File: config.mk
export PLATFORM = sky130hd
export DESIGN_NAME = command_frame_decoder
export DESIGN_NICKNAME = d
export VERILOG_FILES = /design/src/rtl/command_frame_decoder_pkg.sv /design/src/rtl/command_frame_decoder.sv
export SDC_FILE = /design/constraint.sdc
export NUM_CORES = 1
export LEC_CHECK = 0
export CORE_MARGIN = 2
export CORE_UTILIZATION = 35
export DETAILED_ROUTE_END_ITERATION = 6
export HOLD_SLACK_MARGIN = 0.08
export MAX_ROUTING_LAYER = met4
export PLACE_DENSITY = 0.71
export REMOVE_ABC_BUFFERS = 1
export SLEW_MARGIN = 15
export SYNTH_ARGS = -nofsm -noshare
export SYNTH_HDL_FRONTEND = slang
export SYNTH_SLANG_ARGS = --single-unit
File: constraint.sdc
create_clock -name clk -period 3.1 [get_ports clk]
set_input_delay 0.62 -clock clk [delete_from_list [all_inputs] [get_ports clk]]
set_output_delay 0.62 -clock clk [all_outputs]
set_load 0.03 [all_outputs]
File: src/rtl/command_frame_decoder_pkg.sv
// Shared constants and state encoding for the command frame decoder.
// Holds the command byte values, the fixed operand addresses used by the
// ALU-with-operands frame, and the FSM state type.
package command_frame_decoder_pkg;

   // Command bytes recognised in IDLE
   localparam int CMD_WRITE           = 'hAA;
   localparam int CMD_READ            = 'hBB;
   localparam int CMD_ALU_OPERANDS    = 'hCC;
   localparam int CMD_ALU_NO_OPERANDS = 'hDD;

   // Register-file locations the ALU reads its operands from
   localparam int OPERAND_A_ADDRESS = 0;
   localparam int OPERAND_B_ADDRESS = 1;

   typedef enum logic [3:0] {
      ST_IDLE      = 4'd0,
      ST_WR_ADDR   = 4'd1,
      ST_WR_DATA   = 4'd2,
      ST_RD_ADDR   = 4'd3,
      ST_RD_ISSUE  = 4'd4,
      ST_OP_A      = 4'd5,
      ST_OP_B      = 4'd6,
      ST_ALU_FUNC  = 4'd7,
      ST_ALU_ISSUE = 4'd8
   } state_t;

endpackage

File: src/rtl/command_frame_decoder.sv
// Purpose: parses UART command frames into register-file write/read strobes and ALU starts.
// Latency: write strobe 1 cycle after the data byte; read/ALU strobe 2 cycles after the last byte when response_ready is high.
// Backpressure: read/ALU issue waits for response_ready; bytes arriving while waiting are dropped and flagged on byte_overrun.
//
// Ports:
//   clk, reset                 - clock, asynchronous active-high reset
//   rx_data / rx_data_valid    - received byte and its one-cycle valid pulse
//   rx_error                   - marks the valid byte as corrupted (parity/frame)
//   response_ready             - reply path can take a new reply
//   register_*                 - register-file write/read strobes, address, write data
//   alu_enable / alu_function  - ALU start strobe and function code
//   frame_aborted, unknown_command, byte_overrun - one-cycle status pulses
module command_frame_decoder
   import command_frame_decoder_pkg::*;
#(
   parameter int DATA_WIDTH         = 8,
   parameter int ADDRESS_WIDTH      = 4,
   parameter int ALU_FUNCTION_WIDTH = 4
) (
   input  logic                          clk,
   input  logic                          reset,
   input  logic [DATA_WIDTH-1:0]         rx_data,
   input  logic                          rx_data_valid,
   input  logic                          rx_error,
   input  logic                          response_ready,
   output logic                          register_write_enable,
   output logic                          register_read_enable,
   output logic [ADDRESS_WIDTH-1:0]      register_address,
   output logic [DATA_WIDTH-1:0]         register_write_data,
   output logic                          alu_enable,
   output logic [ALU_FUNCTION_WIDTH-1:0] alu_function,
   output logic                          frame_aborted,
   output logic                          unknown_command,
   output logic                          byte_overrun
);

   state_t                          state, state_next;
   logic                            write_enable_next;
   logic                            read_enable_next;
   logic [ADDRESS_WIDTH-1:0]        address_next;
   logic [DATA_WIDTH-1:0]           write_data_next;
   logic                            alu_enable_next;
   logic [ALU_FUNCTION_WIDTH-1:0]   alu_function_next;
   logic                            frame_aborted_next;
   logic                            unknown_command_next;
   logic                            byte_overrun_next;

   logic good_byte;
   logic bad_byte;

   assign good_byte = rx_data_valid && !rx_error;
   assign bad_byte  = rx_data_valid &&  rx_error;

   always_ff @(posedge clk or posedge reset) begin
      if (reset) begin
         state                 <= ST_IDLE;
         register_write_enable <= 1'b0;
         register_read_enable  <= 1'b0;
         register_address      <= '0;
         register_write_data   <= '0;
         alu_enable            <= 1'b0;
         alu_function          <= '0;
         frame_aborted         <= 1'b0;
         unknown_command       <= 1'b0;
         byte_overrun          <= 1'b0;
      end else begin
         state                 <= state_next;
         register_write_enable <= write_enable_next;
         register_read_enable  <= read_enable_next;
         register_address      <= address_next;
         register_write_data   <= write_data_next;
         alu_enable            <= alu_enable_next;
         alu_function          <= alu_function_next;
         frame_aborted         <= frame_aborted_next;
         unknown_command       <= unknown_command_next;
         byte_overrun          <= byte_overrun_next;
      end
   end

   always_comb begin
      // Address, data and function hold; strobes and pulses default low.
      state_next           = state;
      write_enable_next    = 1'b0;
      read_enable_next     = 1'b0;
      address_next         = register_address;
      write_data_next      = register_write_data;
      alu_enable_next      = 1'b0;
      alu_function_next    = alu_function;
      frame_aborted_next   = 1'b0;
      unknown_command_next = 1'b0;
      byte_overrun_next    = 1'b0;

      case (state)
         ST_IDLE: begin
            // Corrupted bytes between frames are simply ignored.
            if (good_byte) begin
               if (rx_data == DATA_WIDTH'(CMD_WRITE))                state_next = ST_WR_ADDR;
               else if (rx_data == DATA_WIDTH'(CMD_READ))            state_next = ST_RD_ADDR;
               else if (rx_data == DATA_WIDTH'(CMD_ALU_OPERANDS))    state_next = ST_OP_A;
               else if (rx_data == DATA_WIDTH'(CMD_ALU_NO_OPERANDS)) state_next = ST_ALU_FUNC;
               else                                                  unknown_command_next = 1'b1;
            end
         end

         ST_WR_ADDR: begin
            if (bad_byte) begin
               frame_aborted_next = 1'b1;
               state_next         = ST_IDLE;
            end else if (good_byte) begin
               address_next = rx_data[ADDRESS_WIDTH-1:0];
               state_next   = ST_WR_DATA;
            end
         end

         ST_WR_DATA: begin
            if (bad_byte) begin
               frame_aborted_next = 1'b1;
               state_next         = ST_IDLE;
            end else if (good_byte) begin
               write_data_next   = rx_data;
               write_enable_next = 1'b1;
               state_next        = ST_IDLE;
            end
         end

         ST_RD_ADDR: begin
            if (bad_byte) begin
               frame_aborted_next = 1'b1;
               state_next         = ST_IDLE;
            end else if (good_byte) begin
               address_next = rx_data[ADDRESS_WIDTH-1:0];
               state_next   = ST_RD_ISSUE;
            end
         end

         ST_RD_ISSUE: begin
            // A byte landing here has nowhere to go; drop it but still issue.
            if (good_byte) byte_overrun_next = 1'b1;
            if (response_ready) begin
               read_enable_next = 1'b1;
               state_next       = ST_IDLE;
            end
         end

         ST_OP_A: begin
            if (bad_byte) begin
               frame_aborted_next = 1'b1;
               state_next         = ST_IDLE;
            end else if (good_byte) begin
               address_next      = ADDRESS_WIDTH'(OPERAND_A_ADDRESS);
               write_data_next   = rx_data;
               write_enable_next = 1'b1;
               state_next        = ST_OP_B;
            end
         end

         ST_OP_B: begin
            if (bad_byte) begin
               frame_aborted_next = 1'b1;
               state_next         = ST_IDLE;
            end else if (good_byte) begin
               address_next      = ADDRESS_WIDTH'(OPERAND_B_ADDRESS);
               write_data_next   = rx_data;
               write_enable_next = 1'b1;
               state_next        = ST_ALU_FUNC;
            end
         end

         ST_ALU_FUNC: begin
            if (bad_byte) begin
               frame_aborted_next = 1'b1;
               state_next         = ST_IDLE;
            end else if (good_byte) begin
               alu_function_next = rx_data[ALU_FUNCTION_WIDTH-1:0];
               state_next        = ST_ALU_ISSUE;
            end
         end

         ST_ALU_ISSUE: begin
            if (good_byte) byte_overrun_next = 1'b1;
            if (response_ready) begin
               alu_enable_next = 1'b1;
               state_next      = ST_IDLE;
            end
         end

         default: state_next = ST_IDLE;
      endcase
   end

endmodule

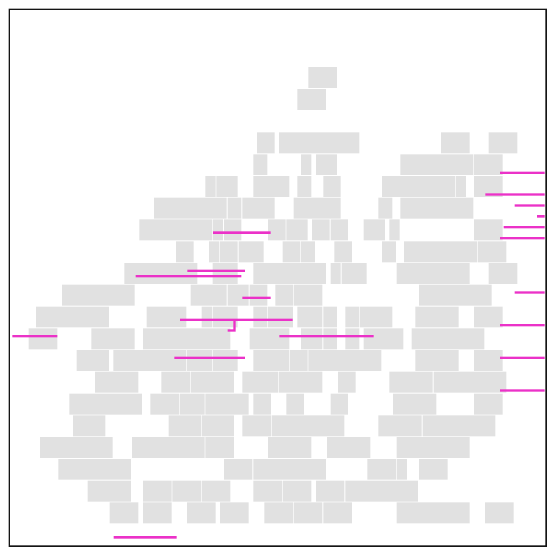
*The metal 3 layer*
(8 px per µm) Cells faint in the background.
main direction: horizontal
wire length on this layer: 125 µm
share of all routed wire: 4.2%
longest straight run: 13.8 µm
nets with wire on the layer: 17

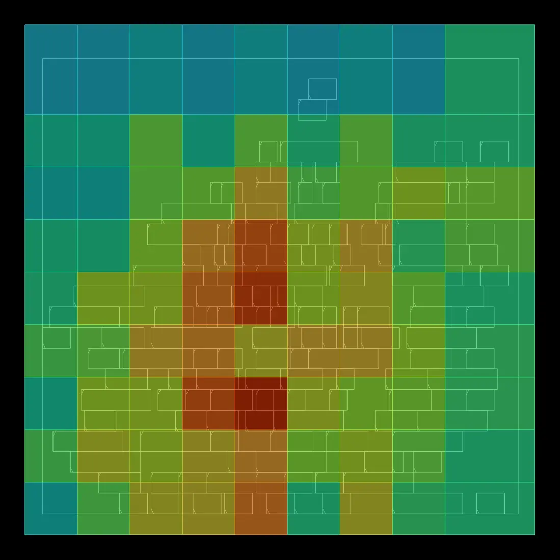
*Track usage over the die*
GRT Max-Usage Layer: met2
M1 GR Usage: 0.194

==> impl_metrics.tcl <==
# flow metrics
set metrics [dict create \
    finalWorstSetupSlack_ps 848 \
    comb_share 0.373 \
    synth_cells 111 \
    yosys-stat-cells 111 \
    cp_cell_sequence "clkdlybuf4s50_1 > nand2b_1 > or3_1 > mux2_4" \
    most_common_cell "dfrtp_1" \
    vias 982 \
    antenna_found_initial 0 \
    cts_resized 0 \
    dpl_cell_area_mm2 0.00174 \
    top_layer_used "met4" \
    wl_met3_um 124 \
    grt_pass1_vias 1020 \
    setup_tns_ps 0 \
    edf_count 0 \
    status "completed" \
    clock_buffers 3 \
    buffer_area_frac 0.188 \
    design.core.area_mm2 0.00374 \
    ys_sh_aoi 0.102 \
    filler_cell_count 357 \
    finalPower_uw 1760 \
    synthTopCellsByCount "dfrtp_1, mux2_4, nor2b_1" \
    ys_ff 26 \
    cp_slowest_cell "clkdlybuf4s50_1" \
    fp-utilization 0.370 \
    logic_gates 75 \
    syn_to_final_growth_pct 30.4 \
    drc 0 \
    clk_latency_ps 270 \
]
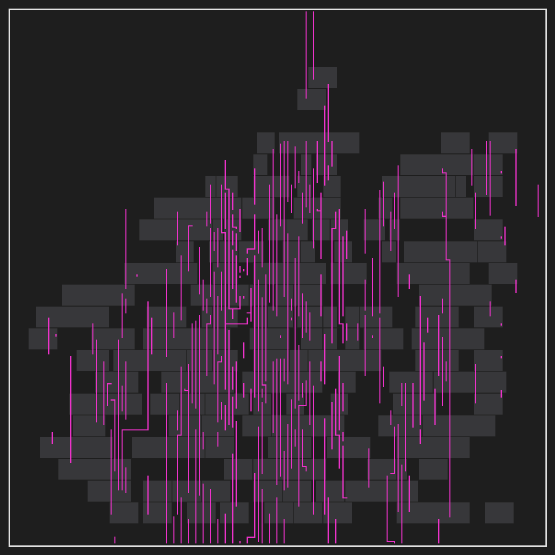
*Metal 2*
(8 px per µm) Cells faint in the background.
share of all routed wire: 50%
main direction: vertical
nets with wire on the layer: 141
wire length on this layer: 1,460 µm
longest straight run: 32.1 µm

==> layout by cell type, fill, tap and decap left out, drive strengths merged, types with 3 or more instances in the layout <==
| cell | n |
|---|---|
| nor2b | 6 |
| or2 | 3 |
| a211oi | 3 |
| inv | 3 |
| nor3 | 4 |
| nand2b | 3 |
| dfrtp | 26 |
| or3 | 3 |
| and4bb | 3 |
| clkbuf | 3 |
| a21oi | 4 |
| clkdlybuf4s50 | 34 |
| mux2 | 17 |
| nand2 | 4 |
==> sequential cells by signal, indices dropped and copies added (netlist names) <==
name and count:
frame_aborted 1, unknown_command 1, alu_function 4, register_write_data 8, register_address 4, state 4, alu_enable 1, byte_overrun 1
register_read_enable 1, register_write_enable 1
==> power by group through the flow <==
| stage | sequential [µW] | clock [µW] | combinational (µW) |
|---|---|---|---|
| 6_report | 580 | 274 | 904 |
| 5_1_grt | 600 | 298 | 954 |
| 4_1_cts | 580 | 281 | 907 |
| 3_5_place_dp | 585 | 0 | 904 |
| 3_3_place_gp | 578 | 0 | 891 |
| 2_1_floorplan | 793 | 0 | 364 |
==> worst paths after layout <==
kind	from	end	slack, ps	cells past startpoint
setup reg to reg	state[1]$_DFFE_PP0P_	register_write_data[7]$_DFFE_PP0P_	1150	4
hold / removal	alu_function[2]$_DFFE_PP0P_	alu_function[2]$_DFFE_PP0P_	500	1
min in group asynchronous	reset	byte_overrun$_DFF_PP0_	870	2
setup / recovery	rx_data_valid	register_write_data[7]$_DFFE_PP0P_	850	4
hold reg to reg	alu_function[2]$_DFFE_PP0P_	alu_function[2]$_DFFE_PP0P_	500	1
max in group asynchronous	reset	register_write_data[7]$_DFFE_PP0P_	1650	2
Power figures rest on the tool's default switching activity, not on a simulated workload.
